### src/rtl/branch_cmp_pipe.sv
// Pipelined branch-condition unit: 1- or 2-stage latency, valid/ready handshake and flush.
// Define BRANCH_STATS_EN to add saturating taken / not-taken handshake counters.
module branch_cmp_pipe #(
  parameter int WIDTH = 32,
  parameter int TAG_W = 4,
  parameter int PIPE  = 1
`ifdef BRANCH_STATS_EN
  ,
  parameter int STAT_W = 16
`endif
) (
  input  logic              clk,
  input  logic              rst_n,
  input  logic              flush,
`ifdef BRANCH_STATS_EN
  input  logic              stat_clr,
  output logic [STAT_W-1:0] taken_cnt,
  output logic [STAT_W-1:0] ntaken_cnt,
`endif
  input  logic              in_valid,
  output logic              in_ready,
  input  logic [WIDTH-1:0]  a,
  input  logic [WIDTH-1:0]  b,
  input  logic [3:0]        cmp_op,
  input  logic [TAG_W-1:0]  in_tag,
  output logic              out_valid,
  input  logic              out_ready,
  output logic              out_taken,
  output logic              out_illeg,
  output logic [TAG_W-1:0]  out_tag
);

  // Flag vector layout: {eq, a_zero, b_zero, a_neg, lt_s, lt_u}
  localparam int F_EQ = 5, F_AZ = 4, F_BZ = 3, F_AN = 2, F_LTS = 1, F_LTU = 0;

  function automatic logic [1:0] decode(input logic [3:0] op, input logic [5:0] f);
    logic tk;
    logic il;
    tk = 1'b0;
    il = 1'b0;
    case (op)
      4'b0000: tk = f[F_EQ];
      4'b0001: tk = !f[F_EQ];
      4'b0010: tk = f[F_LTS];
      4'b0011: tk = f[F_LTU];
      4'b0100: tk = !f[F_AN];
      4'b0101: tk = !f[F_AN] && !f[F_AZ];
      4'b0110: tk = f[F_AN] || f[F_AZ];
      4'b0111: tk = f[F_AN];
      4'b1000: tk = f[F_BZ];
      4'b1001: tk = !f[F_LTS];
      4'b1010: tk = !f[F_LTU];
      default: il = 1'b1;
    endcase
    return {tk, il};
  endfunction

  logic             en;
  logic [5:0]       flags;
  logic             stg_valid;
  logic             stg_taken;
  logic             stg_illeg;
  logic [TAG_W-1:0] stg_tag;

  assign en       = !out_valid || out_ready;
  assign in_ready = en && !flush;
  assign flags    = {a == b, a == '0, b == '0, a[WIDTH-1], $signed(a) < $signed(b), a < b};

  // stg_* feeds the output register; with PIPE=2 a flag stage sits in front of the decode.
  generate
    if (PIPE == 2) begin : g_pipe2
      logic             s1_valid;
      logic [3:0]       s1_op;
      logic [TAG_W-1:0] s1_tag;
      logic [5:0]       s1_flags;

      always_ff @(posedge clk or negedge rst_n) begin
        if (!rst_n) begin
          s1_valid <= 1'b0;
          s1_op    <= '0;
          s1_tag   <= '0;
          s1_flags <= '0;
        end else if (flush) begin
          s1_valid <= 1'b0;
        end else if (en) begin
          s1_valid <= in_valid;
          if (in_valid) begin
            s1_op    <= cmp_op;
            s1_tag   <= in_tag;
            s1_flags <= flags;
          end
        end
      end

      assign stg_valid              = s1_valid;
      assign {stg_taken, stg_illeg} = decode(s1_op, s1_flags);
      assign stg_tag                = s1_tag;
    end else begin : g_pipe1
      assign stg_valid              = in_valid;
      assign {stg_taken, stg_illeg} = decode(cmp_op, flags);
      assign stg_tag                = in_tag;
    end
  endgenerate

  always_ff @(posedge clk or negedge rst_n) begin
    if (!rst_n) begin
      out_valid <= 1'b0;
      out_taken <= 1'b0;
      out_illeg <= 1'b0;
      out_tag   <= '0;
    end else if (flush) begin
      out_valid <= 1'b0;
    end else if (en) begin
      out_valid <= stg_valid;
      if (stg_valid) begin
        out_taken <= stg_taken;
        out_illeg <= stg_illeg;
        out_tag   <= stg_tag;
      end
    end
  end

`ifdef BRANCH_STATS_EN
  logic count_hs;
  assign count_hs = out_valid && out_ready && !out_illeg;

  always_ff @(posedge clk or negedge rst_n) begin
    if (!rst_n) begin
      taken_cnt  <= '0;
      ntaken_cnt <= '0;
    end else if (stat_clr) begin
      taken_cnt  <= '0;
      ntaken_cnt <= '0;
    end else if (count_hs) begin
      if (out_taken) begin
        if (taken_cnt != '1) taken_cnt <= taken_cnt + 1'b1;
      end else begin
        if (ntaken_cnt != '1) ntaken_cnt <= ntaken_cnt + 1'b1;
      end
    end
  end
`endif

endmodule

### config.mk
export PLATFORM = sky130hd
export DESIGN_NAME = branch_cmp_pipe
export DESIGN_NICKNAME = d
export VERILOG_FILES = /design/src/rtl/branch_cmp_pipe.sv
export SDC_FILE = /design/constraint.sdc
export NUM_CORES = 1
export LEC_CHECK = 0
export ABC_AREA = 1
export CELL_PAD_IN_SITES_DETAIL_PLACEMENT = 1
export CELL_PAD_IN_SITES_GLOBAL_PLACEMENT = 1
export CORE_ASPECT_RATIO = 1.4
export CORE_MARGIN = 5
export CORE_UTILIZATION = 25
export DETAILED_ROUTE_END_ITERATION = 8
export PLACE_DENSITY = 0.85
export SETUP_SLACK_MARGIN = 0.05
export SYNTH_ARGS = -nofsm -noshare
export SYNTH_HDL_FRONTEND = slang
export SYNTH_SLANG_ARGS = --single-unit
### constraint.sdc
create_clock -name clk -period 1.05 [get_ports clk]
set_input_delay 0.21 -clock clk [delete_from_list [all_inputs] [get_ports clk]]
set_output_delay 0.21 -clock clk [all_outputs]
set_load 0.05 [all_outputs]
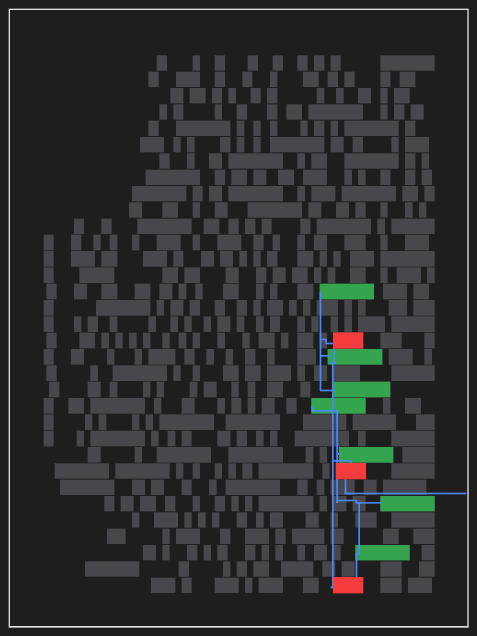
Fig. 1. Routed clock nets over the placement.
Drawn at 6 px/µm.
[blue] clock wires | length: 143 µm
[green] flip-flops | count: 7
[red] clock drivers | count: 3
routed clock nets: 4
P_clk: 392 µW
later-pin clock latency in the skew report: 0.23 ns
Clock Power Share: 0.174
Clock Skew: 0.00352 ns

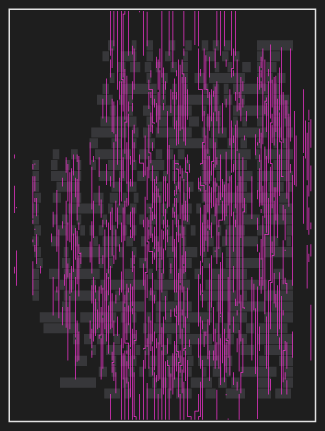
Fig. 2. M2 wires.
Drawn at 4 px/µm.
main direction: vertical
nets with wire on the layer: 469
wire length on this layer: 4590 µm
longest straight run: 45.9 µm
vias: 2243
Detailed Route WL: 7730 µm

## synth_stat cells
cell	instances	area, µm²
nand2_1	77	289
nor2_1	61	229
inv_1	47	176
ha_1	32	400
a21oi_1	16	80.1
nand3_1	15	75.1
dfrtp_1	7	175
o21ai_0	5	25.0
nand4_1	3	18.8
nand2_2	2	12.5
nor2_2	2	12.5
nor3_1	2	10.0
o21a_1	2	15.0
a21o_1	1	7.51
o211ai_1	1	7.51
## cells by family (layout without fill, tap and decap cells)
family,Yosys count,after routing,share of synthesized area
simple gates,162,162,0.422
buf+inv,47,167,0.115
fa+ha+maj,32,32,0.261
compound gates,25,25,0.0881
flops,7,7,0.114
## worst register-to-register path: cells and delay by family, from the launching register on
family | cells | cell delay (ns)
buf+inv | 3 | 0.33
flops | 1 | 0.41
simple gates | 5 | 0.39
==> results.py <==
# Auto-generated metrics
metrics = {
    "logic_synthesis": {
        "yosysUniqueCellTypes": 15,
        "synth_seq_share": 0.114,
        "ys_chip_area_mm2": 0.00153,
        "synth_area_mm2": 0.00153,
        "synthCells": 273,
    },
    "critical_path": {
        "max_stage_delay_ns": 0.51,
        "worstPathMaxFanout": 3,
        "r2r_start": "out_valid",
        "cp-startpoint": "cmp_op[3]",
        "crit_end": "out_taken",
        "crit_chain": "clkdlybuf4s50_1 > inv_1 > nor2_1 > nand2_1 > nor2_1 > nand4_1 > nand4_1 > nor2_1 > nand2_1 > nor2_1 > nand3_1 > nand2_1 > nand2_1",
        "critPathRequiredTime_ns": 1.22,
        "rr_worst_depth": 8,
        "cp.arrival_ns": 1.77,
    },
    "global_route": {
        "grt_use_met2": 0.392,
        "busiest_layer": "met2",
        "grt_pass1_wl_um": 11200,
        "grt_pass1_vias": 2461,
        "use_met1": 0.166,
        "grt_use_total": 0.173,
    },
    "cells_and_area": {
        "sh_seq_area": 0.0549,
        "buffer_area_frac": 0.293,
        "antennaDiodeCount": 0,
        "ff_count": 7,
        "fin_nets": 503,
        "drive_above_1_share": 0.547,
        "area_dominant_class": "multi-input combinational cells",
        "syn_to_final_growth_pct": 109,
        "regArea_um2": 176,
        "clkbuf_count": 4,
        "fin_cells": 463,
        "largest_reg_flops": 4,
        "final_area_mm2": 0.00321,
        "comb_area_frac": 0.541,
        "comb_area_mm2": 0.00174,
        "postLayoutCoreUtil": 0.544,
    },
    "power_and_ir_drop": {
        "peakVddDrop_uv": 373,
        "maxPowerGroup": "combinational logic",
        "power.density_mw_per_mm2": 701,
        "comb_power_share": 0.665,
        "p_seq_frac": 0.160,
        "power_mw": 2.25,
        "p_leak_nw": 1.53,
        "switching_power_uw": 936,
        "seq_cell_power_uw": 361,
    },
    "floorplan": {
        "chipHeight_um": 103,
        "core_mm2": 0.00590,
        "taps": 70,
        "rows": 33,
        "fp_util": 0.260,
        "io-pin-count": 85,
    },
    "status": {
        "violations": "setup timing",
        "status": "finished with violations",
    },
    "final_timing": {
        "finalWorstSetupSlack_ns": -0.552,
        "slew_violations": 0,
        "fin_crit_ns": 1.60,
        "setup_viol": 9,
        "rsz0062_at_grt": "yes",
        "tightest_slew_ns": 0.323,
        "slew_headroom": 0.784,
    },
    "route": {
        "antenna_left": 0,
        "routedWlPerCell_um": 16.7,
        "drtPass1Iterations": 4,
        "dr_wl_met2_um": 4590,
        "viasPerCell": 4.84,
    },
    "cts": {
        "clockRootBuffer": "clkbuf_8",
        "ctsHoldBuffers": 0,
        "cts_tree": "done",
        "post_cts_buffers": 9,
    },
    "placement": {
        "io_buffers": 84,
        "dpl.cell_count": 448,
    },
}
No activity file was given, so power comes from the tool's default toggle rates.
